==> config.mk <==
export PLATFORM = sky130hd
export DESIGN_NAME = sim_memory_arbiter
export DESIGN_NICKNAME = d
export VERILOG_FILES = /design/src/rtl/sim_memory_arbiter_pkg.sv /design/src/rtl/mist1032isa_sync_fifo.sv /design/src/rtl/sim_memory_arbiter.sv
export SDC_FILE = /design/constraint.sdc
export NUM_CORES = 1
export LEC_CHECK = 0
export CORE_AREA = 10 10 150 152
export DETAILED_ROUTE_END_ITERATION = 16
export DIE_AREA = 0 0 160 162
export PLACE_DENSITY = 0.6
export SYNTH_ARGS = -nofsm -noshare
export SYNTH_HDL_FRONTEND = slang
export SYNTH_HIERARCHICAL = 1
export SYNTH_SLANG_ARGS = --single-unit
==> constraint.sdc <==
create_clock -name iCLOCK -period 5 [get_ports iCLOCK]
set_input_delay 0.75 -clock iCLOCK [delete_from_list [all_inputs] [get_ports iCLOCK]]
set_output_delay 0.75 -clock iCLOCK [all_outputs]
set_load 0.01 [all_outputs]
==> src/rtl/sim_memory_arbiter_pkg.sv <==
// Shared constants and request bundle type for the two-port memory arbiter.
package sim_memory_arbiter_pkg;

    localparam logic [1:0] L_PARAM_ORDER_BYTE = 2'b00;
    localparam logic [1:0] L_PARAM_ORDER_HALF = 2'b01;
    localparam logic [1:0] L_PARAM_ORDER_WORD = 2'b10;

    localparam logic L_PORT_INST = 1'b0;
    localparam logic L_PORT_DATA = 1'b1;

    typedef struct packed {
        logic        req;
        logic [1:0]  order;
        logic [3:0]  mask;
        logic        rw;
        logic [25:0] addr;
        logic [31:0] data;
    } mem_req_t;

endpackage

==> src/rtl/mist1032isa_sync_fifo.sv <==
// Single-clock FIFO with combinational head output; DEPTH must equal 2**DEPTH_N.
module mist1032isa_sync_fifo #(
    parameter int unsigned N       = 1,
    parameter int unsigned DEPTH   = 8,
    parameter int unsigned DEPTH_N = 3
)(
    input  logic         iCLOCK,
    input  logic         inRESET,
    input  logic         iWR_EN,
    input  logic [N-1:0] iWR_DATA,
    output logic         oWR_FULL,
    input  logic         iRD_EN,
    output logic [N-1:0] oRD_DATA,
    output logic         oRD_EMPTY
);

    logic [N-1:0]       mem_q [DEPTH];
    logic [DEPTH_N-1:0] wr_ptr_q;
    logic [DEPTH_N-1:0] rd_ptr_q;
    logic [DEPTH_N:0]   count_q;
    logic               do_wr;
    logic               do_rd;

    assign oWR_FULL  = (count_q == (DEPTH_N + 1)'(DEPTH));
    assign oRD_EMPTY = (count_q == '0);
    assign oRD_DATA  = mem_q[rd_ptr_q];

    // Requests against a full/empty FIFO are ignored rather than corrupting state.
    assign do_wr = iWR_EN && !oWR_FULL;
    assign do_rd = iRD_EN && !oRD_EMPTY;

    always_ff @(posedge iCLOCK or negedge inRESET) begin
        if (!inRESET) begin
            wr_ptr_q <= '0;
            rd_ptr_q <= '0;
            count_q  <= '0;
            for (int i = 0; i < int'(DEPTH); i++) begin
                mem_q[i] <= '0;
            end
        end else begin
            if (do_wr) begin
                mem_q[wr_ptr_q] <= iWR_DATA;
                wr_ptr_q        <= wr_ptr_q + DEPTH_N'(1);
            end
            if (do_rd) begin
                rd_ptr_q <= rd_ptr_q + DEPTH_N'(1);
            end
            case ({do_wr, do_rd})
                2'b10:   count_q <= count_q + (DEPTH_N + 1)'(1);
                2'b01:   count_q <= count_q - (DEPTH_N + 1)'(1);
                default: count_q <= count_q;
            endcase
        end
    end

endmodule

==> src/rtl/sim_memory_arbiter.sv <==
// Two-port arbiter in front of the memory model: round-robin grant, in-order read return
// steered to the issuing port via a tag FIFO.
module sim_memory_arbiter
    import sim_memory_arbiter_pkg::*;
#(
    parameter int unsigned P_TAG_DEPTH   = 8,
    parameter int unsigned P_TAG_DEPTH_N = 3,
    parameter bit          P_FIXED_PRI   = 1'b0
)(
    input  logic        iCLOCK,
    input  logic        inRESET,
    input  logic        iRQ0_REQ,
    output logic        oRQ0_LOCK,
    input  logic [1:0]  iRQ0_ORDER,
    input  logic [3:0]  iRQ0_MASK,
    input  logic        iRQ0_RW,
    input  logic [25:0] iRQ0_ADDR,
    input  logic [31:0] iRQ0_DATA,
    output logic        oRQ0_VALID,
    input  logic        iRQ0_LOCK,
    output logic [63:0] oRQ0_DATA,
    input  logic        iRQ1_REQ,
    output logic        oRQ1_LOCK,
    input  logic [1:0]  iRQ1_ORDER,
    input  logic [3:0]  iRQ1_MASK,
    input  logic        iRQ1_RW,
    input  logic [25:0] iRQ1_ADDR,
    input  logic [31:0] iRQ1_DATA,
    output logic        oRQ1_VALID,
    input  logic        iRQ1_LOCK,
    output logic [63:0] oRQ1_DATA,
    output logic        oMEMORY_REQ,
    output logic [1:0]  oMEMORY_ORDER,
    output logic [3:0]  oMEMORY_MASK,
    output logic        oMEMORY_RW,
    output logic [25:0] oMEMORY_ADDR,
    output logic [31:0] oMEMORY_DATA,
    input  logic        iMEMORY_LOCK,
    input  logic        iMEMORY_VALID,
    output logic        oMEMORY_LOCK,
    input  logic [63:0] iMEMORY_DATA,
    output logic        oERROR
);

    mem_req_t rq0;
    mem_req_t rq1;
    mem_req_t rq_g;
    logic     grant;
    logic     accept;
    logic     last_grant_q;
    logic     error_q;
    logic     tag_full;
    logic     tag_empty;
    logic     tag_head;
    logic     tag_push;
    logic     tag_pop;

    assign rq0 = {iRQ0_REQ, iRQ0_ORDER, iRQ0_MASK, iRQ0_RW, iRQ0_ADDR, iRQ0_DATA};
    assign rq1 = {iRQ1_REQ, iRQ1_ORDER, iRQ1_MASK, iRQ1_RW, iRQ1_ADDR, iRQ1_DATA};

    always_comb begin
        grant = L_PORT_INST;
        if (iRQ0_REQ && iRQ1_REQ) begin
            grant = P_FIXED_PRI ? L_PORT_INST : ~last_grant_q;
        end else if (iRQ1_REQ) begin
            grant = L_PORT_DATA;
        end
    end

    assign rq_g = (grant == L_PORT_DATA) ? rq1 : rq0;

    // A full tag FIFO blocks reads even when a pop happens in the same cycle.
    assign accept = rq_g.req && !iMEMORY_LOCK && !(!rq_g.rw && tag_full);

    assign oMEMORY_REQ   = accept;
    assign oMEMORY_ORDER = rq_g.order;
    assign oMEMORY_MASK  = rq_g.mask;
    assign oMEMORY_RW    = rq_g.rw;
    assign oMEMORY_ADDR  = rq_g.addr;
    assign oMEMORY_DATA  = rq_g.data;

    assign oRQ0_LOCK = !(accept && (grant == L_PORT_INST));
    assign oRQ1_LOCK = !(accept && (grant == L_PORT_DATA));

    assign tag_push = accept && !rq_g.rw;
    assign tag_pop  = iMEMORY_VALID && !tag_empty;

    mist1032isa_sync_fifo #(
        .N       (1),
        .DEPTH   (P_TAG_DEPTH),
        .DEPTH_N (P_TAG_DEPTH_N)
    ) u_tag_fifo (
        .iCLOCK    (iCLOCK),
        .inRESET   (inRESET),
        .iWR_EN    (tag_push),
        .iWR_DATA  (grant),
        .oWR_FULL  (tag_full),
        .iRD_EN    (tag_pop),
        .oRD_DATA  (tag_head),
        .oRD_EMPTY (tag_empty)
    );

    // The head requester's back-pressure stalls all returns; memory is strictly in order.
    assign oMEMORY_LOCK = !tag_empty && ((tag_head == L_PORT_DATA) ? iRQ1_LOCK : iRQ0_LOCK);

    assign oRQ0_VALID = iMEMORY_VALID && !tag_empty && (tag_head == L_PORT_INST);
    assign oRQ1_VALID = iMEMORY_VALID && !tag_empty && (tag_head == L_PORT_DATA);
    assign oRQ0_DATA  = iMEMORY_DATA;
    assign oRQ1_DATA  = iMEMORY_DATA;
    assign oERROR     = error_q;

    always_ff @(posedge iCLOCK or negedge inRESET) begin
        if (!inRESET) begin
            last_grant_q <= L_PORT_DATA;
            error_q      <= 1'b0;
        end else begin
            if (accept) begin
                last_grant_q <= grant;
            end
            if (iMEMORY_VALID && tag_empty) begin
                error_q <= 1'b1;
            end
        end
    end

endmodule
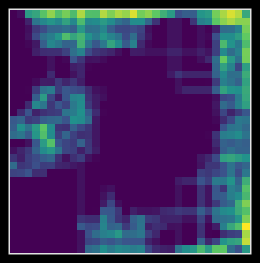
*Signal metal coverage by tile*
Drawn at 1.5 px/um. 32 x 32 tiles, from dark purple (low) to yellow (high), scaled to the fullest tile. Values are wire area over tile area, all layers added.
nearly empty tiles: 44%
fullest tile: 0.54
mean over tiles: 0.092
tiles over half the peak: 9.9%

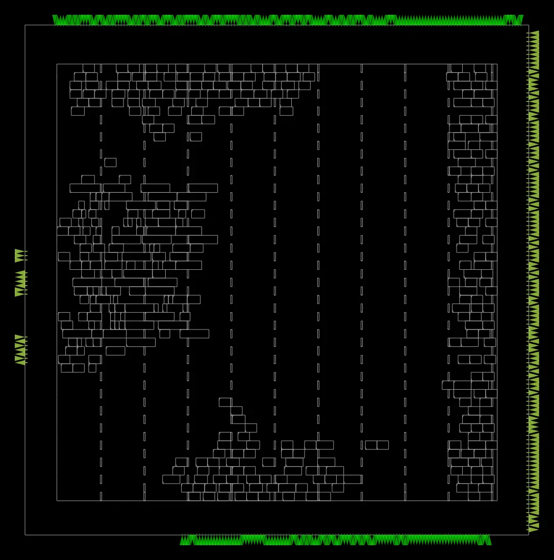
*Cell placement*
fill count: 2130
flop share of the area: 0.109
row count: 51

==> flow_metrics.env <==
# source this file to load flow results
export IMPL_clock_skew_ps=1.15
export IMPL_maxSlewViolCount=0
export IMPL_ys_seq_share=0.160
export IMPL_grt_overflow=0
export IMPL_syn_num_nets=519
export IMPL_ctsHoldBuffers=0
export IMPL_syn_area_sq_um=3140
export IMPL_worst_path_max_fanout=9
export IMPL_hold_class="reg -> reg"
export IMPL_clk_pin_slew_ps=50
export IMPL_pin_count=402
export IMPL_fp_util=0.162
export IMPL_ys_cells=311
export IMPL_cts_buffers=3
export IMPL_hold_slack_ps=464
export IMPL_place_area_sq_um=4520
export IMPL_yosysTopAreaCell="buf_4"
export IMPL_ys_flop_type="dfrtp_1"
export IMPL_hp_start="oERROR"
export IMPL_grt_use_total=0.0921
export IMPL_synth_distinct_cells=40
export IMPL_drtIter0Drc=79
export IMPL_crit_type="in -> reg"
export IMPL_r2r_cells=9
export IMPL_post_cts_buffers=0
export IMPL_place_inst=648
export IMPL_dp_hpwl_mm=11.9
export IMPL_cts_tree="done"
export IMPL_antenna_left=0
export IMPL_tightest_slew_ps=928
export IMPL_synthToLayoutAreaGrowth_pct=46.7
export IMPL_relSlewSlack=0.380
export IMPL_crit_buf_inv=1
export IMPL_crit_chain="clkdlybuf4s50_1 > a21boi_4 > mux2_2 > nor3_1 > nand2b_1 > ha_1 > ha_1 > or4b_2 > o311ai_0 > o211ai_1"
export IMPL_regToRegStartpoint="last_grant_q"
export IMPL_leakage_uw=0.00176
export IMPL_async_flop_share=1.00
export IMPL_grt_pass1_wl_mm=18.6
export IMPL_crit_arrival_ps=4120
export IMPL_core_area_sq_um=19400
export IMPL_r2r_slack_ps=1690
export IMPL_cts_repair_resized=0
export IMPL_layout_cells_non_filler=652
export IMPL_yosysChipArea_sq_um=3140
export IMPL_gp_congestion=0.790
export IMPL_status="completed"
export IMPL_timing_final_crit_share=0.801
export IMPL_hold_path_cell_count=1
export IMPL_cts_sinks=20
export IMPL_final_cell_mix="clkdlybuf4s50_1 (209), mux2_2 (38), mux2_4 (30), dfrtp_1 (19), nand2_1 (9)"
export IMPL_pwr_density_cell_nw_per_um2=287
export IMPL_layout_cells_most_common="clkdlybuf4s50_1"
export IMPL_yosysWarnings=6
export IMPL_max_stage_delay_ps=680
export IMPL_top_area_frac=0.316
export IMPL_final_area_sq_um=4610
export IMPL_nets=596
export IMPL_cts_root_buf="clkbuf_16"
export IMPL_fmax_mhz=250
export IMPL_period_minus_slack_ps=4010
export IMPL_cts_max_level=1
export IMPL_setup_violations=0
export IMPL_endpoint_kind="register"
export IMPL_syn_avg_cell_area_sq_um=10.1
export IMPL_die_width_um=160
export IMPL_routed_wl_mm=13.5
export IMPL_r2r_end="u_tag_fifo/count_q[3]"
export IMPL_drive_gt1_frac=0.222
export IMPL_cpMostUsedCell="ha_1"
export IMPL_grt_pass1_vias=2591
export IMPL_port_buffers=209
export IMPL_rsz0062_at_grt="no"
export IMPL_viasPerCell=3.71
export IMPL_finalHoldViolations=0
export IMPL_edf_count=0
export IMPL_clkLatencyLatePin_ps=250
export IMPL_drc=0
export IMPL_critPathTopFamily="simple AND/OR/NAND/NOR gates"
export IMPL_drtPass1Iterations=4
export IMPL_die_y_um=162
export IMPL_synth_flops=20
export IMPL_timing_setup_tns_ps=0
export IMPL_dieArea_sq_um=25900
export IMPL_max_cap_viol_count=0
export IMPL_crit_slowest_cell="or4b_2"
export IMPL_holdPathEnd="oERROR"
export IMPL_critPathRequiredTime_ps=5110
export IMPL_warnings=26
export IMPL_n_antenna_cell=0
export IMPL_grt_max_degree=75
export IMPL_cts_buffer_depth=2
export IMPL_num_vias=2416
export IMPL_antenna_found_initial=0
export IMPL_wl_per_cell_um=20.7
export IMPL_ir_worst_vdd_v=0.000265
export IMPL_top_cells_by_area="buf_4 (32%), dfrtp_1 (15%), mux2_4 (14%)"
export IMPL_postSynthCellCount=311
export IMPL_start_kind="input pin"
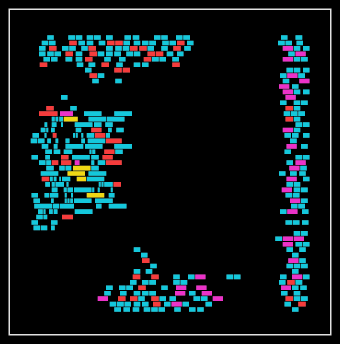
*Cell sizes after repair*
Drawn at 2 px/um.
legend:
  red:
    size: drive 2
    cells: 49
    most_used: mux2_2
  yellow:
    size: drive 6 and up
    cells: 5
    most_used: clkbuf_16
  cyan:
    size: drive 1 or less
    cells: 301
    most_used: clkdlybuf4s50_1
  magenta:
    size: drive 3 to 4
    cells: 32
    most_used: mux2_4

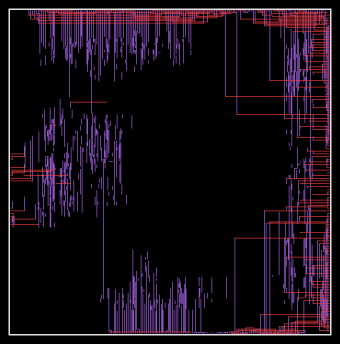
*Metal layers overlaid*
Drawn at 2 px/um. Only two layers are drawn.
legend:
  red:
    layer: met3
    wire_length: 2470 um
  purple:
    layer: met2
    wire_length: 6770 um

-- layer usage --
layer | routed length (um) | track usage | part of all wire | vias to the layer above
met4 | 165 | 0.0129 | 0.012 | 0
met2 | 6770 | 0.160 | 0.50 | 261
met5 | 0 | 0.00986 | 0 | -
met1 | 4100 | 0.0806 | 0.30 | 1059
met3 | 2470 | 0.0796 | 0.18 | 10
li1 | - | - | - | 1086
-- sequential cells by signal, summed over array words and instances (netlist names) --
name,cells
u_tag_fifo/wr_ptr_q,3
u_tag_fifo/mem_q,8
oERROR,1
u_tag_fifo/count_q,4
last_grant_q,1
u_tag_fifo/rd_ptr_q,3
-- area by class of cell --
type                            count  area (sq um)
Fill cell                        2130         14800
Sequential cell                    20           502
Inverter                            6          22.5
Tap cell                          265           332
Clock buffer                        4          88.8
Timing Repair Buffer              211          2120
Multi-Input combinational cell    146          1540
-- synthesized netlist by cell type, types with 4 or more instances --
cell type / n
buf_4: 132
dfrtp_1: 19
ha_1: 5
inv_1: 6
mux2_1: 8
mux2_2: 38
mux2_4: 30
nand2_1: 9
nand2b_1: 4
nor2_1: 4
nor4b_2: 5
o21ai_0: 4
xnor2_1: 4
-- where the power goes --
group	internal (uW)	total [uW]	switching [uW]
Combinational	491	805	314
Clock	122	177	55.4
Sequential	242	339	96.6
Total	855	1320	466
-- worst max-delay path by stage --
stage                     startpoint                     to  slack, ps  depth (start not counted)
after floorplan             iRQ1_REQ  u_tag_fifo/count_q[3]       1530                          9
after global placement      iRQ1_REQ  u_tag_fifo/count_q[3]        880                         10
after detailed placement    iRQ1_REQ  u_tag_fifo/count_q[3]        760                         10
after CTS                   iRQ1_REQ  u_tag_fifo/count_q[3]       1000                         10
after global routing        iRQ1_REQ  u_tag_fifo/count_q[3]        730                         10
final                       iRQ1_REQ  u_tag_fifo/count_q[3]        990                         10
-- logic make-up after synthesis --
family / share of synthesized area
compound gates: 0.0343
xor+xnor: 0.0167
fa+ha+maj: 0.0263
buf+inv: 0.349
flops: 0.160
mux: 0.326
simple gates: 0.0876
-- per-stage QoR --
step | total power (uW) | setup slack, ps | utilization
floorplan | 898 | 1530 | -
global placement | 1130 | 878 | 0.233
detailed placement | 1160 | 758 | 0.233
CTS | 1340 | 1000 | 0.237
global route | 1420 | 734 | 0.237
finish | 1320 | 995 | 0.237
No activity file was given, so power comes from the tool's default toggle rates.
